==> config.mk <==
export PLATFORM = sky130hd
export DESIGN_NAME = huff_bit_shifter_flat
export DESIGN_NICKNAME = d
export VERILOG_FILES = /design/src/rtl/huff_pkg.sv /design/src/rtl/huff_bit_shifter_if.sv /design/src/rtl/huff_byte_stager.sv /design/src/rtl/huff_bit_shifter.sv /design/src/flat_wrapper.sv
export SDC_FILE = /design/constraint.sdc
export NUM_CORES = 1
export LEC_CHECK = 0
export ABC_CLOCK_PERIOD_IN_PS = 11700
export CORE_UTILIZATION = 50
export CTS_BUF_LIST = sky130_fd_sc_hd__clkbuf_2
export DETAILED_ROUTE_END_ITERATION = 10
export MAX_ROUTING_LAYER = met4
export PLACE_DENSITY = 0.73
export RECOVER_POWER = 25
export SYNTH_ARGS = -nofsm -noshare
export SYNTH_HDL_FRONTEND = slang
export SYNTH_SLANG_ARGS = --single-unit
export TNS_END_PERCENT = 100
==> constraint.sdc <==
create_clock -name clk -period 11.7 [get_ports clk]
set_input_delay 1.17 -clock clk [delete_from_list [all_inputs] [get_ports clk]]
set_output_delay 1.17 -clock clk [all_outputs]
set_load 0.02 [all_outputs]
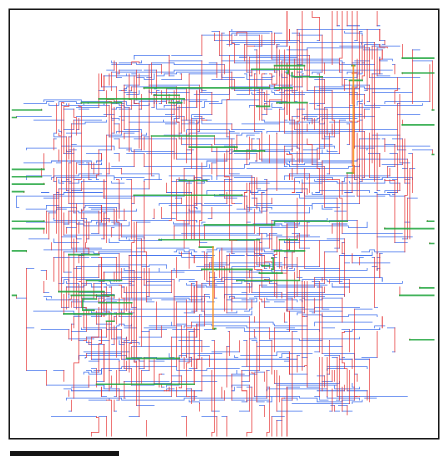
(wiring by layer)
The bar under the picture is 20 um long.
green -> met3  # wire length 389 um
blue -> met1  # wire length 3,840 um
red -> met2  # wire length 3,190 um
orange -> met4  # wire length 34.7 um
Final Routed Wirelength: 7450 um
DR vias: 2,843
average detailed-routed wire length per instance: 16.2 um
Total Routing Usage GR: 0.252

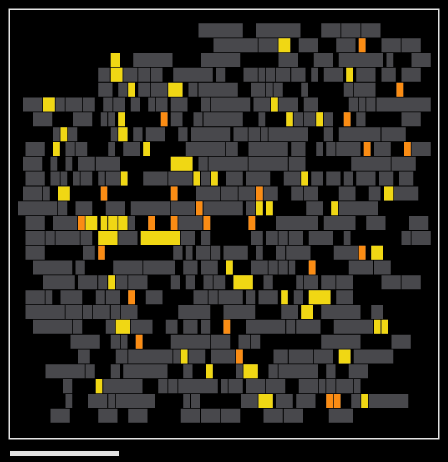
(gate-type map)
The bar under the picture is 20 um long.
orange -> inverters  # cells 24
yellow -> NOR gates  # cells 48, where widely spread
most instantiated logic cell after routing: nand2_1
combinational share of cell area: 0.646

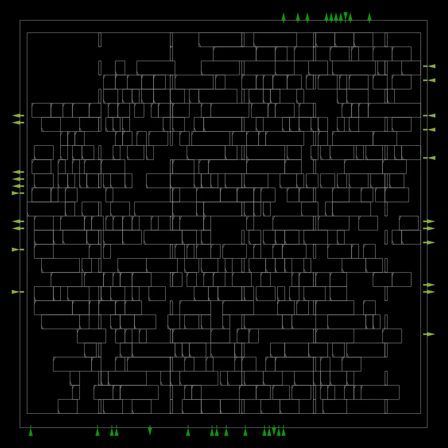
(placement view)
std cell rows: 27
number of fillers in the final layout: 518
FFs & Latches: 28

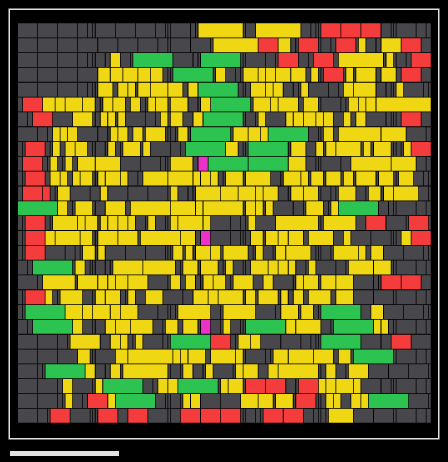
(cells colored by class)
The bar under the picture is 20 um long. Fill, decap, tap and diode cells in gray.
green -> flops  # cells 28
magenta -> cells driving clock nets  # cells 3
yellow -> all other logic  # cells 313
red -> other buffers and delay cells  # cells 45
summed area of non-filler cells in the final layout: 3390 um2
core footprint: 5570 um2
Core Util, Final: 0.608
flop share of the area: 0.165

==> reports/qor.log <==
[synth] largest non-sequential cell family by area AND-OR/OR-AND gates
[final_timing] actual transition at the worst max-transition pin 1.52 ns
[setup_path] Crit path depth 14
[synth] top cell types by occurrence after synthesis 35 x nand2_1, 28 x a21oi_1, 28 x dfxtp_1, 26 x nor2_1
[power] sequential fraction of design power 0.149
[global_route] global-route met2 utilization 0.370
[detailed_routing] drt first-iter violations 204
[synth] yosys cell count 358
[synth] Synth Net Count 404
[job] max-cap viol count 1
[synth] synthesized netlist cell count 358
[floorplanning] die x size 78.5 um
[placed_design] # port buffers 44
[setup_path] arrival time of data at the critical path endpoint 4.81 ns
[placed_design] Post-Place Worst Slack 6.19 ns
[clock_network] root buffer cell clkbuf_2
[detailed_routing] total length of routed met2 wires 3190 um
[detailed_routing] DRC Markers 0
[power] Int Pwr 460 uW
[clock_network] largest buffer count on any clock path 2
[layout] clock buffer count in the final layout 3
[detailed_routing] DR pass1 iterations 5
[synth] multiplexer fraction of the synthesized cell area 0.0897
[setup_path] worst reg-to-reg path cell count 13
[layout] inverter count 24
[clock_network] clock edge transition at the registers on the reported setup and hold paths 0.26 ns
[placed_design] GPL Wtd Cong 0.870
[final_timing] hold slack 0.499 ns
[global_route] most heavily used metal layer in global routing met1
[final_timing] sum of negative setup slack 0 ns
[setup_path] worst path buffer plus inverter count 3
[final_timing] Worst Skew 0.00915 ns
[layout] share of layout cells above drive strength 1 0.0900
[global_route] wire length of the first global-routing pass 12,100 um
[placed_design] Placed Instances 458
[synth] FFs w/ async S/R, synth 0
[floorplanning] inserted tap cell count 72
[floorplanning] die area 6170 um2
[run_status] violations in the final reports capacitance limit, slew limit
[layout] synth-to-layout area growth 15.7%
[clock_network] number of sinks handled by clock tree synthesis 28
[setup_path] category of the most critical setup path register to output port
[placed_design] Detailed Place HPWL 5570 um
[detailed_routing] number of nets still failing antenna checks after routing 0
[final_timing] final number of max-transition violations 32
[global_route] maximum number of pins on one net before global-route repair 32
[min_path] worst min-delay path class register to register
[layout] footprint of the flip-flops and latches 561 um2
[run_status] run status complete, but fails checks
[layout] non-clk buf share 0.131
[layout] Gate Area 2190 um2
[placed cells by master (no fill, tap or decap), drive strengths merged, types with 4 or more instances in the layout]
cell	instances
and3	4
nand2b	4
xnor2	8
dlygate4sd3	12
nand3	21
mux4	6
clkdlybuf4s50	32
and2	4
a31oi	5
ha	20
dfxtp	28
o21ai	15
nor2	29
nand2	37
clkbuf	4
a21o	5
nor3b	4
inv	23
mux2i	9
nand4	6
a21oi	29
nor2b	5
fa	4
a22oi	8
o31ai	5
nor3	7
o211ai	5
[power by group through the flow]
stage / clock network (mW) / registers (mW) / logic (mW)
after global placement: 0 / 0.156 / 0.828
after global routing: 0.0403 / 0.159 / 0.940
after floorplan: 0 / 0.157 / 0.640
final: 0.0354 / 0.155 / 0.854
after CTS: 0.0362 / 0.155 / 0.852
after detailed placement: 0 / 0.157 / 0.847
Power is estimated from default activity; no workload was simulated.
